### src/rtl/seq_detect_1011.sv
// Moore FSM that detects the serial pattern 1011 (MSB first) on din.
// Flags each match with detect (state S4) and keeps a saturating match count.
module seq_detect_1011 #(
    parameter int OVERLAP = 1,
    parameter int COUNT_W = 8
) (
    input  logic               clk,
    input  logic               rst,
    input  logic               en,
    input  logic               din,
    input  logic               clr,
    output logic               detect,
    output logic [COUNT_W-1:0] count,
    output logic [2:0]         state
);

    typedef enum logic [2:0] {
        S0 = 3'd0,
        S1 = 3'd1,
        S2 = 3'd2,
        S3 = 3'd3,
        S4 = 3'd4
    } state_t;

    state_t             r_state;
    logic               r_detect;
    logic [COUNT_W-1:0] r_count;
    state_t             w_next;
    logic               w_hit;

    always_comb begin
        w_next = S0;
        case (r_state)
            S0:      w_next = din ? S1 : S0;
            S1:      w_next = din ? S1 : S2;
            S2:      w_next = din ? S3 : S0;
            S3:      w_next = din ? S4 : S2;
            // After a match, the trailing "10" may seed the next pattern only when overlapping
            S4:      w_next = din ? S1 : ((OVERLAP != 0) ? S2 : S0);
            default: w_next = S0;
        endcase
    end

    assign w_hit = en && (w_next == S4);

    // detect is registered alongside state so it always equals (state == S4)
    always_ff @(posedge clk or posedge rst) begin
        if (rst) begin
            r_state  <= S0;
            r_detect <= 1'b0;
            r_count  <= '0;
        end else begin
            if (en) begin
                r_state  <= w_next;
                r_detect <= (w_next == S4);
            end
            if (clr) begin
                r_count <= '0;
            end else if (w_hit && (r_count != '1)) begin
                r_count <= r_count + COUNT_W'(1);
            end
        end
    end

    assign detect = r_detect;
    assign count  = r_count;
    assign state  = r_state;

endmodule

### config.mk
export PLATFORM = sky130hd
export DESIGN_NAME = seq_detect_1011
export DESIGN_NICKNAME = d
export VERILOG_FILES = /design/src/rtl/seq_detect_1011.sv
export SDC_FILE = /design/constraint.sdc
export NUM_CORES = 1
export LEC_CHECK = 0
export CORE_UTILIZATION = 42
export DETAILED_ROUTE_END_ITERATION = 8
export GPL_TIMING_DRIVEN = 0
export PLACE_DENSITY = 0.72
export RECOVER_POWER = 100
export SETUP_SLACK_MARGIN = 0.3
export SLEW_MARGIN = 5
export SYNTH_ARGS = -nofsm -noshare
export SYNTH_HDL_FRONTEND = slang
export SYNTH_SLANG_ARGS = --single-unit
export TNS_END_PERCENT = 5
### constraint.sdc
create_clock -name clk -period 1.3 [get_ports clk]
set_input_delay 0.195 -clock clk [delete_from_list [all_inputs] [get_ports clk]]
set_output_delay 0.195 -clock clk [all_outputs]
set_load 0.1 [all_outputs]
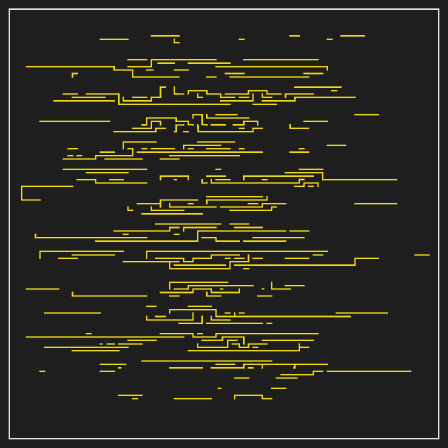
*Metal 1, run 1*
share of all routed wire: 50%
nets with wire on the layer: 88
wire length on this layer: 783 µm
total via count in the routed design: 627
final wirelength: 1570 µm
met1 Use GR: 0.268

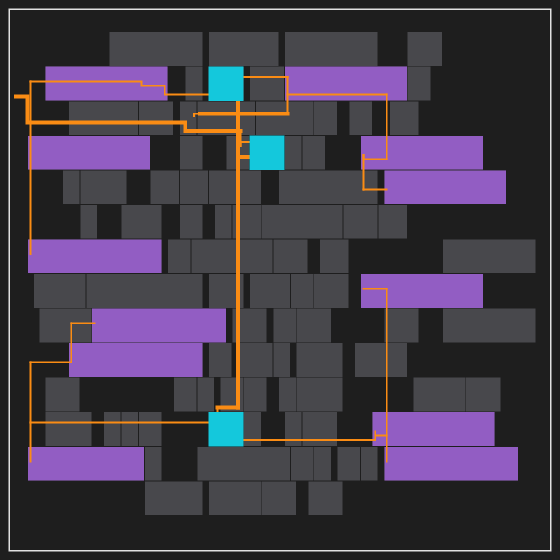
*Clock wires, drivers and flops, run 1*
[orange] clock wires | length: 182 µm
[purple] flip-flops | count: 12
[cyan] clock drivers | count: 3
routed clock nets: 4
worst-skew pair later-pin latency: 0.28 ns
worst clock skew: 0.00598 ns
power attributed to the clock group: 252 µW

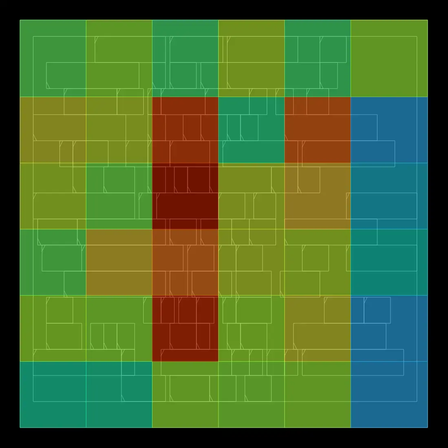
*Congestion heat map, run 1*
busiest grt layer: met2
M3 GR Usage: 0.0259
GR Util All Layers: 0.198

==> summary.rpt, run 1 <==
PHYSICAL IMPLEMENTATION REPORT
----------------------------------------------------
[Power and ir drop]
  Peak VDD IR ........................ approximately 590 µV
  Sequential fraction of design power ........................ 0.458
  Power share of the combinational group ........................ 0.256
  Total power per unit cell area ........................ 847 nW/µm²
  Total combinational power ........................ 226 µW
  Proportion of power drawn by the clock network ........................ 0.285
  Leading power group ........................ registers
  Design Power ........................ between 800 and 900 µW
  Power consumed by sequential cells ........................ 405 µW
  Power Internal ........................ 575 µW

[Synth]
  Share of the synthesized netlist area taken by xor and xnor gates ........................ 0.0127
  Top-count cell post-synth ........................ dfrtp_1
  Most used flip-flop cell ........................ dfrtp_1
  Post-synthesis chip area from yosys ........................ between 600 and 700 µm²
  Adder Area Share ........................ 0.0181
  Count of library flops with an enable pin ........................ 0
  Synthesized-area fraction occupied by and/or/nand/nor cells ........................ 0.260
  Syn Nets ........................ just under 80
  Distinct lib cells used ........................ 30
  Fraction of the yosys area taken by sequential cells ........................ 0.436
  Number of warnings issued by yosys ........................ 0
  Count of mapped cells out of synthesis ........................ 73
  Biggest area contributors in the synthesized netlist ........................ dfrtp_1 (44%), a21oi_1 (4.4%), inv_1 (4.4%)
  Synth Cell Area ........................ 689 µm²
  Post-synthesis mux area share ........................ 0.0309
  Flops out of synthesis ........................ 12
  Prevailing logic family in the synthesized netlist ........................ simple AND/OR/NAND/NOR gates

[Worst setup path]
  End point of the critical path ........................ count[7]$_DFFE_PP0P_
  Worst flop-to-flop path endpoint ........................ count[7]$_DFFE_PP0P_
  Chain of cells forming the critical path ........................ and4b_1 -> buf_6 -> nand3_4 -> nor2_4 -> mux2_4
  Number of cells on the critical path ........................ 5
  Highest net fanout along the worst path ........................ 7
  Endpoint kind of the worst setup timing path ........................ flop
  Dominant delay contributor by cell family on the critical path ........................ flip-flops
  Largest stage delay on the critical path ........................ roughly 0.48 ns
  Reg2Reg Setup Slack ........................ -0.20 ns
  RR Startpoint ........................ state[2]$_DFFE_PP0P_
  Register-to-Register Path Depth ........................ 5
  Critical Path Start ........................ state[2]$_DFFE_PP0P_
  Crit path DRT ........................ around 1.5 ns
  WS Path Type ........................ reg2reg
  Startpoint type of the worst setup path ........................ flop

[GRT]
  Initial antenna violation count ........................ 0
  Remaining global-route overflow ........................ 0
  Largest net degree at the start of global routing ........................ 13
  Met2 capacity usage during global routing ........................ 0.311
  First-pass GRT wire length ........................ 2680 µm
  Number of global-route vias before repair ........................ 617

[Run status]
  Status ........................ finished with violations
  Failing checks ........................ setup timing

[Place]
  Pre-CTS setup slack ........................ -0.509 ns
  Cell area reported after detailed placement ........................ 891 µm²
  Post-detail-place hpwl ........................ 1010 µm
  Quantity of I/O buffers inserted on ports ........................ 15

[STA]
  Count of pins over their slew limit ........................ 0
  Post-route setup TNS ........................ -0.666 ns
  Slack of the critical path ........................ -0.200 ns
  Remaining max-slew budget at the tightest pin ........................ 0.693
  Hold Worst Slack ........................ 0.257 ns
  Part of the cycle the worst path needs ........................ 1.15
  Time the final worst path needs with I/O delays and setup ........................ 1.50 ns
  Transition time of the tightest slew-check pin ........................ 0.461 ns
  Max Fclk ........................ 0.667 GHz
  Setup Viol. Count Final ........................ 7
  Fin. Hold Viols ........................ 0

[Drt]
  Length of routed met2 wiring ........................ 697 µm
  DRC violation count after routing ........................ 0
  Wirelength per Cell ........................ 14.0 µm
  Remaining antenna violation count after routing ........................ 0
  Ratio of routed vias to standard cells ........................ about 5.6
  WL met3 ........................ 61 µm
  Highest metal layer with signal wires ........................ met4
  Number of detailed-routing iterations run before antenna repair ........................ 4
  Post-Route M1 WL ........................ 783 µm

[Final layout]
  Core occupancy in the finished layout ........................ 0.685
  Share of layout cells above drive strength 1 ........................ 0.448
  Count of clock buffers in the final design ........................ 4
  Number of flip-flops under the largest register name ........................ 8
  Number of sequential cells ........................ 12
  Most frequently placed logic cell in the final layout ........................ inv_1
  Comb/total area ........................ 0.367
  Clock network share of area ........................ 0.0252
  Most frequent cells in the layout ........................ inv_1 (8), dfrtp_2 (7), a21oi_1 (6)
  Signed area change from the synthesized netlist to the final layout ........................ 51.4%
  Data buffer area share ........................ 0.249
  Final instance count without filler cells ........................ between 100 and 150
  Number of filler cells placed in the layout ........................ 115
  Design Area, Final ........................ 1040 µm²
  Fraction of standard cell area that is sequential ........................ 0.311
  Antenna Diode Count ........................ 0
  Cell class with the largest area share ........................ multi-input combinational cells
  Comb gate area ........................ 383 µm²
  Count of non-CTS buffers in the layout ........................ 22
  Number of nets in the final layout ........................ 103
  Area of all sequential standard cells ........................ 324 µm²
  Number of signal-net inverters in the final layout ........................ 8

[Clock network]
  Clock Root Buffer ........................ clkbuf_4
  H-tree level count ........................ 1
  Clock transition time at the flip-flop clock pins of the worst setup and hold paths ........................ 0.08 ns
  TritonCTS Buffers ........................ 3
  Clock sink total ........................ 12
  Count of hold buffers inserted by post-cts repair ........................ 0
  Number of gates resized after CTS ........................ 91
  Deepest clock path buffer count ........................ 2

[Worst hold path]
  Number of stages on the worst hold path ........................ 2
  Hold Path Class ........................ in2reg

[Floorplan]
  Tapcell Cnt ........................ 16
  Chip area ........................ 1810 µm²
  Die X ........................ around 43 µm
  Effective utilization at floorplan ........................ 0.452
  Core Box Area ........................ ~1500 µm²
  Die Height ........................ approximately 43 µm

[Run]
  Number of warnings in the stage logs ........................ 29

----------------------------------------------------
==> run 1 -> run 2 <==
--- a/config.mk
+++ b/config.mk
@@ -5,10 +5,11 @@
 export SDC_FILE = /design/constraint.sdc
 export NUM_CORES = 1
 export LEC_CHECK = 0
-export CORE_UTILIZATION = 42
+export CORE_UTILIZATION = 53
 export DETAILED_ROUTE_END_ITERATION = 8
+export DONT_BUFFER_PORTS = 1
 export GPL_TIMING_DRIVEN = 0
-export PLACE_DENSITY = 0.72
+export PLACE_DENSITY = 0.71
 export RECOVER_POWER = 100
 export SETUP_SLACK_MARGIN = 0.3
 export SLEW_MARGIN = 5
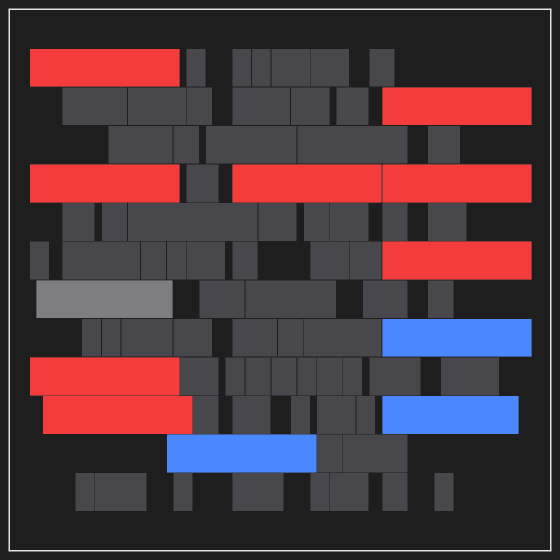
*Register map, names as in the netlist, run 2*
Other sequential cells in the stronger grey, the rest of the logic in the fainter grey.
| colour | name in the netlist | placed flops |
|---|---|---|
| red | count | 8 |
| blue | state | 3 |

==> run 2 against run 1 <==
Effect of this change: the flow still finishes with violations (setup timing); register-to-register slack got worse by 0.20 ns; fmax shrank 12%; via count shrank 4.3%; non-clock buffer count fell by 15; sequential share of layout area grew 7.8 points; critical path type unchanged.
==> summary.rpt, run 2 <==
PHYSICAL IMPLEMENTATION REPORT
----------------------------------------------------
[Clock network]
  TritonCTS Buffers ........................ 3 (unchanged)
  H-tree level count ........................ 1 (unchanged)
  Clock sink total ........................ 12 (unchanged)
  Clock Root Buffer ........................ clkbuf_4
  Number of gates resized after CTS ........................ 18 (-80%)
  Deepest clock path buffer count ........................ 2 (unchanged)
  Worst-skew pair later-pin latency ........................ 0.28 ns (about the same)
  Count of hold buffers inserted by post-cts repair ........................ 1 (+1)
  Clock transition time at the flip-flop clock pins of the worst setup and hold paths ........................ 0.08 ns (about the same)

[Final layout]
  Number of filler cells placed in the layout ........................ 71 (-38%)
  Count of non-CTS buffers in the layout ........................ 7 (-68%)
  Comb gate area ........................ 397 µm² (+3.6%)
  Most frequently placed logic cell in the final layout ........................ dfrtp_4
  Cell class with the largest area share ........................ multi-input combinational cells
  Most frequent cells in the layout ........................ dfrtp_4 (10), inv_1 (8), a21oi_1 (6)
  Number of signal-net inverters in the final layout ........................ 8 (unchanged)
  Data buffer area share ........................ 0.0743 (-0.175)
  Count of clock buffers in the final design ........................ 4 (unchanged)
  Share of layout cells above drive strength 1 ........................ 0.395 (-0.0529)
  Number of sequential cells ........................ 12 (unchanged)
  Core occupancy in the finished layout ........................ 0.758 (+0.0728)
  Number of flip-flops under the largest register name ........................ 8 (unchanged)
  Design Area, Final ........................ 876 µm² (-16%)
  Final instance count without filler cells ........................ 95 (-15%)
  Signed area change from the synthesized netlist to the final layout ........................ 27.0%
  Comb/total area ........................ 0.453 (+0.0860)
  Clock network share of area ........................ 0.0300 (+0.00482)
  Antenna Diode Count ........................ 0 (unchanged)
  Number of nets in the final layout ........................ 88 (-15%)
  Area of all sequential standard cells ........................ 340 µm² (+5.0%)

[Worst setup path]
  Largest stage delay on the critical path ........................ 0.63 ns (+0.15 ns)
  Chain of cells forming the critical path ........................ and4b_1 -> buf_6 -> nand3_4 -> nor2_4 -> mux2_4
  Crit path DRT ........................ 1.47 ns (about the same)
  Register-to-Register Path Depth ........................ 5 (unchanged)
  Reg2Reg Setup Slack ........................ -0.40 ns (-0.20 ns)
  Number of cells on the critical path ........................ 5 (unchanged)
  Highest net fanout along the worst path ........................ 8 (+1)
  Critical Path Start ........................ state[2]$_DFFE_PP0P_
  Startpoint type of the worst setup path ........................ flop
  WS Path Type ........................ reg2reg
  End point of the critical path ........................ count[7]$_DFFE_PP0P_
  Endpoint kind of the worst setup timing path ........................ flop
  RR Startpoint ........................ state[2]$_DFFE_PP0P_
  Worst flop-to-flop path endpoint ........................ count[7]$_DFFE_PP0P_

[GRT]
  Busiest grt layer ........................ met2
  M3 GR Usage ........................ 0.0581 (+0.0323)
  Largest net degree at the start of global routing ........................ 13 (unchanged)
  Remaining global-route overflow ........................ 0 (unchanged)
  Met2 capacity usage during global routing ........................ 0.403 (+0.0918)
  Met1 Use GR ........................ 0.336 (+0.0674)
  Number of global-route vias before repair ........................ 584 (-5.3%)
  GR Util All Layers ........................ 0.268 (+0.0705)
  Initial antenna violation count ........................ 0 (unchanged)
  First-pass GRT wire length ........................ 2590 µm (-3.1%)

[STA]
  Fin. Hold Viols ........................ 0 (unchanged)
  Remaining max-slew budget at the tightest pin ........................ 0.657 (-0.0359)
  Hold Worst Slack ........................ 0.0121 ns (-0.245 ns)
  Transition time of the tightest slew-check pin ........................ 0.516 ns (+0.0558 ns)
  Time the final worst path needs with I/O delays and setup ........................ 1.70 ns (+0.197 ns)
  Worst clock skew ........................ 0.00837 ns (+0.00239 ns)
  Setup repair after global routing missed its margin ........................ yes
  Max Fclk ........................ 0.589 GHz (-12%)
  Count of pins over their slew limit ........................ 0 (unchanged)
  Slack of the critical path ........................ -0.397 ns (-0.197 ns)
  Setup Viol. Count Final ........................ 12 (+5)
  Part of the cycle the worst path needs ........................ 1.31 (+0.152)
  Post-route setup TNS ........................ -2.79 ns (-2.13 ns)

[Power and ir drop]
  Proportion of power drawn by the clock network ........................ 0.297 (+0.012)
  Total combinational power ........................ 93.9 µW (-58%)
  Power attributed to the clock group ........................ 252 µW (about the same)
  Design Power ........................ 849 µW (-4.0%)
  Power Internal ........................ 546 µW (-5.0%)
  Sequential fraction of design power ........................ 0.593 (+0.135)
  Total power per unit cell area ........................ 969 nW/µm² (+14%)
  Power consumed by sequential cells ........................ 503 µW (+24%)

[Drt]
  Remaining antenna violation count after routing ........................ 0 (unchanged)
  Ratio of routed vias to standard cells ........................ 6.32 (+13%)
  Highest metal layer with signal wires ........................ met4
  DRC violation count after routing ........................ 0 (unchanged)
  Wirelength per Cell ........................ 17.8 µm (+28%)
  WL met3 ........................ 129 µm (+110%)
  Total via count in the routed design ........................ 600 (-4.3%)
  Number of detailed-routing iterations run before antenna repair ........................ 4 (unchanged)
  Post-Route M1 WL ........................ 685 µm (-13%)
  Final wirelength ........................ 1690 µm (+8.2%)
  Length of routed met2 wiring ........................ 848 µm (+22%)

[Synth]
  Synthesized-area fraction occupied by and/or/nand/nor cells ........................ 0.260 (unchanged)
  Distinct lib cells used ........................ 30 (unchanged)
  Most used flip-flop cell ........................ dfrtp_1
  Count of library flops with an enable pin ........................ 0 (unchanged)
  Fraction of the yosys area taken by sequential cells ........................ 0.436 (unchanged)
  Share of the synthesized netlist area taken by xor and xnor gates ........................ 0.0127 (unchanged)
  Async S/R FF share, synth ........................ 1.00
  Prevailing logic family in the synthesized netlist ........................ simple AND/OR/NAND/NOR gates
  Post-synthesis chip area from yosys ........................ 689 µm² (unchanged)
  Post-synthesis mux area share ........................ 0.0309 (unchanged)
  Syn Nets ........................ 79 (unchanged)
  Top-count cell post-synth ........................ dfrtp_1
  Number of warnings issued by yosys ........................ 0 (unchanged)
  Adder Area Share ........................ 0.0181 (unchanged)
  Synth Cell Area ........................ 689 µm² (unchanged)
  Flops out of synthesis ........................ 12 (unchanged)

[Place]
  Post-detail-place hpwl ........................ 985 µm (-2.3%)
  Cell area reported after detailed placement ........................ 738 µm² (-17%)
  Quantity of I/O buffers inserted on ports ........................ 0 (-15)
  Pre-CTS setup slack ........................ -0.452 ns (+0.0575 ns)
  Dpl cells ........................ 87

[Floorplan]
  Tapcell Cnt ........................ 14 (-2)
  Chip area ........................ 1450 µm² (-20%)
  Die X ........................ 38.1 µm (-10%)
  Effective utilization at floorplan ........................ 0.596 (+0.144)
  Number of I/O pins ........................ 17
  Die Height ........................ 38.1 µm (-10%)
  Core Box Area ........................ 1160 µm² (-24%)

[Run status]
  Status ........................ finished with violations
  Failing checks ........................ setup timing

[Run]
  Number of warnings in the stage logs ........................ 29 (unchanged)
  Total of max-cap violations ........................ 0

[Worst hold path]
  Hold Crit Endpoint ........................ state[0]$_DFFE_PP0P_
  Number of stages on the worst hold path ........................ 1 (-1)
  Hold Path Class ........................ in2reg

----------------------------------------------------
==> run 2 -> run 3 <==
--- a/config.mk
+++ b/config.mk
@@ -6,6 +6,7 @@
 export NUM_CORES = 1
 export LEC_CHECK = 0
 export CORE_UTILIZATION = 53
+export CTS_CLUSTER_SIZE = 14
 export DETAILED_ROUTE_END_ITERATION = 8
 export DONT_BUFFER_PORTS = 1
 export GPL_TIMING_DRIVEN = 0
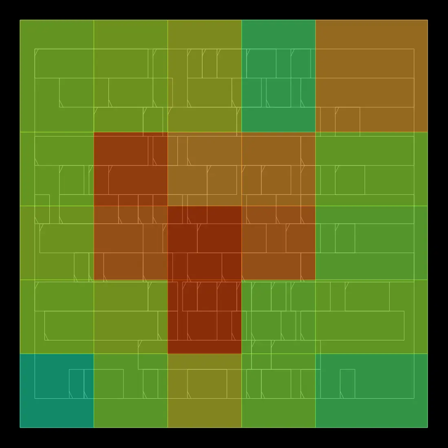
*Congestion heat map, run 3*
core occupancy in the finished layout: 0.758
M3 GR Usage: 0.0581
met1 Use GR: 0.336
met2 capacity usage during global routing: 0.403

==> run 3 against run 2 <==
Effect of this change: the flow still finishes with violations (setup timing); global-route usage is the same; synthesized cell count is the same; clock power is essentially flat; die area is the same; setup slack is the same; final area is the same; fmax is the same; combinational power is essentially flat.
==> summary.rpt, run 3 <==
PHYSICAL IMPLEMENTATION REPORT
----------------------------------------------------
[Run]
  Total of max-cap violations ........................ 0 (unchanged)

[Final layout]
  Data buffer area share ........................ 0.0743 (unchanged)
  Count of clock buffers in the final design ........................ 4 (unchanged)
  Antenna Diode Count ........................ 0 (unchanged)
  Cell class with the largest area share ........................ multi-input combinational cells
  Most frequent cells in the layout ........................ dfrtp_4 (10), inv_1 (8), a21oi_1 (6)
  Number of filler cells placed in the layout ........................ 71 (unchanged)
  Share of layout cells above drive strength 1 ........................ 0.395 (unchanged)
  Number of nets in the final layout ........................ 88 (unchanged)
  Area of all sequential standard cells ........................ 340 µm² (unchanged)
  Clock network share of area ........................ 0.0300 (unchanged)
  Count of non-CTS buffers in the layout ........................ 7 (unchanged)
  Design Area, Final ........................ 876 µm² (unchanged)
  Number of sequential cells ........................ 12 (unchanged)

[Worst setup path]
  Crit path DRT ........................ 1.47 ns (about the same)
  Startpoint type of the worst setup path ........................ flop
  Worst flop-to-flop path endpoint ........................ count[7]$_DFFE_PP0P_
  Endpoint kind of the worst setup timing path ........................ flop
  End point of the critical path ........................ count[7]$_DFFE_PP0P_
  Reg2Reg Setup Slack ........................ -0.40 ns (about the same)
  Number of cells on the critical path ........................ 5 (unchanged)
  Critical Path Start ........................ state[2]$_DFFE_PP0P_
  Register-to-Register Path Depth ........................ 5 (unchanged)
  Chain of cells forming the critical path ........................ and4b_1 -> buf_6 -> nand3_4 -> nor2_4 -> mux2_4
  WS Path Type ........................ reg2reg

[Clock network]
  Deepest clock path buffer count ........................ 2 (unchanged)
  Clock Root Buffer ........................ clkbuf_4
  Number of gates resized after CTS ........................ 18 (unchanged)
  Count of hold buffers inserted by post-cts repair ........................ 1 (unchanged)
  Worst-skew pair later-pin latency ........................ 0.28 ns (about the same)
  TritonCTS Buffers ........................ 3 (unchanged)
  Clock transition time at the flip-flop clock pins of the worst setup and hold paths ........................ 0.08 ns (about the same)

[Place]
  Pre-CTS setup slack ........................ -0.452 ns (unchanged)
  Dpl cells ........................ 87 (unchanged)
  Quantity of I/O buffers inserted on ports ........................ 0 (unchanged)
  Cell area reported after detailed placement ........................ 738 µm² (unchanged)

[Power and ir drop]
  Total power per unit cell area ........................ 969 nW/µm² (unchanged)
  Power consumed by sequential cells ........................ 503 µW (about the same)
  Proportion of power drawn by the clock network ........................ 0.297 (about the same)
  Power Internal ........................ 546 µW (unchanged)
  Sequential fraction of design power ........................ 0.593 (about the same)
  Total combinational power ........................ 93.9 µW (about the same)

[GRT]
  Remaining global-route overflow ........................ 0 (unchanged)
  GR Util All Layers ........................ 0.268 (unchanged)
  Initial antenna violation count ........................ 0 (unchanged)
  Number of global-route vias before repair ........................ 584 (unchanged)
  Busiest grt layer ........................ met2
  First-pass GRT wire length ........................ 2590 µm (unchanged)

[Drt]
  Highest metal layer with signal wires ........................ met4
  Total via count in the routed design ........................ 600 (unchanged)
  Post-Route M1 WL ........................ 685 µm (unchanged)
  Length of routed met2 wiring ........................ 848 µm (unchanged)
  Ratio of routed vias to standard cells ........................ 6.32 (unchanged)
  Number of detailed-routing iterations run before antenna repair ........................ 4 (unchanged)
  DRC violation count after routing ........................ 0 (unchanged)
  Remaining antenna violation count after routing ........................ 0 (unchanged)
  Wirelength per Cell ........................ 17.8 µm (unchanged)

[Run status]
  Status ........................ finished with violations
  Failing checks ........................ setup timing

[Synth]
  Flops out of synthesis ........................ 12 (unchanged)
  Prevailing logic family in the synthesized netlist ........................ simple AND/OR/NAND/NOR gates
  Fraction of the yosys area taken by sequential cells ........................ 0.436 (unchanged)
  Most used flip-flop cell ........................ dfrtp_1
  Top-count cell post-synth ........................ dfrtp_1
  Adder Area Share ........................ 0.0181 (unchanged)
  Share of the synthesized netlist area taken by xor and xnor gates ........................ 0.0127 (unchanged)
  Post-synthesis mux area share ........................ 0.0309 (unchanged)
  Number of warnings issued by yosys ........................ 0 (unchanged)
  Post-synthesis chip area from yosys ........................ 689 µm² (unchanged)

[Floorplan]
  Effective utilization at floorplan ........................ 0.596 (unchanged)
  Tapcell Cnt ........................ 14 (unchanged)
  Die X ........................ 38.1 µm (unchanged)
  Number of I/O pins ........................ 17 (unchanged)

[STA]
  Remaining max-slew budget at the tightest pin ........................ 0.657 (unchanged)
  Slack of the critical path ........................ -0.397 ns (unchanged)
  Transition time of the tightest slew-check pin ........................ 0.516 ns (unchanged)
  Post-route setup TNS ........................ -2.79 ns (unchanged)
  Part of the cycle the worst path needs ........................ 1.31 (unchanged)
  Time the final worst path needs with I/O delays and setup ........................ 1.70 ns (unchanged)
  Worst clock skew ........................ 0.00837 ns (unchanged)
  Setup Viol. Count Final ........................ 12 (unchanged)

[Worst hold path]
  Hold Path Class ........................ in2reg

----------------------------------------------------

## Gallery

Wires at chosen ports, followed through buffers.
The bar under the picture is 10 µm long.
Plate I
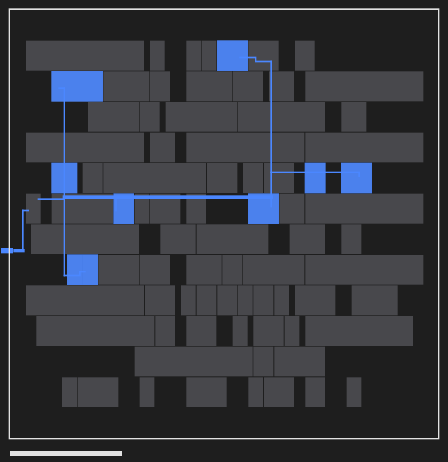
Plate II
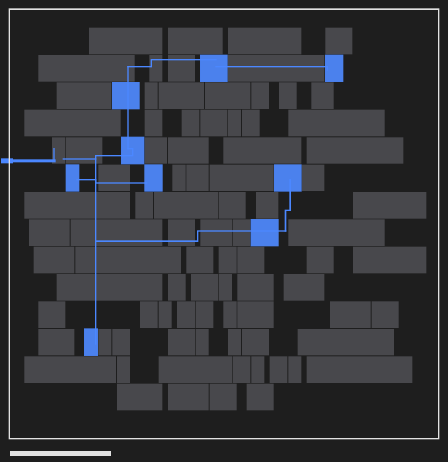
Of these, most cells: Plate II
Of these, largest die: Plate II
Run 1 is Plate II.
Run 3 is Plate I.

No activity file was given, so power comes from the tool's default toggle rates.
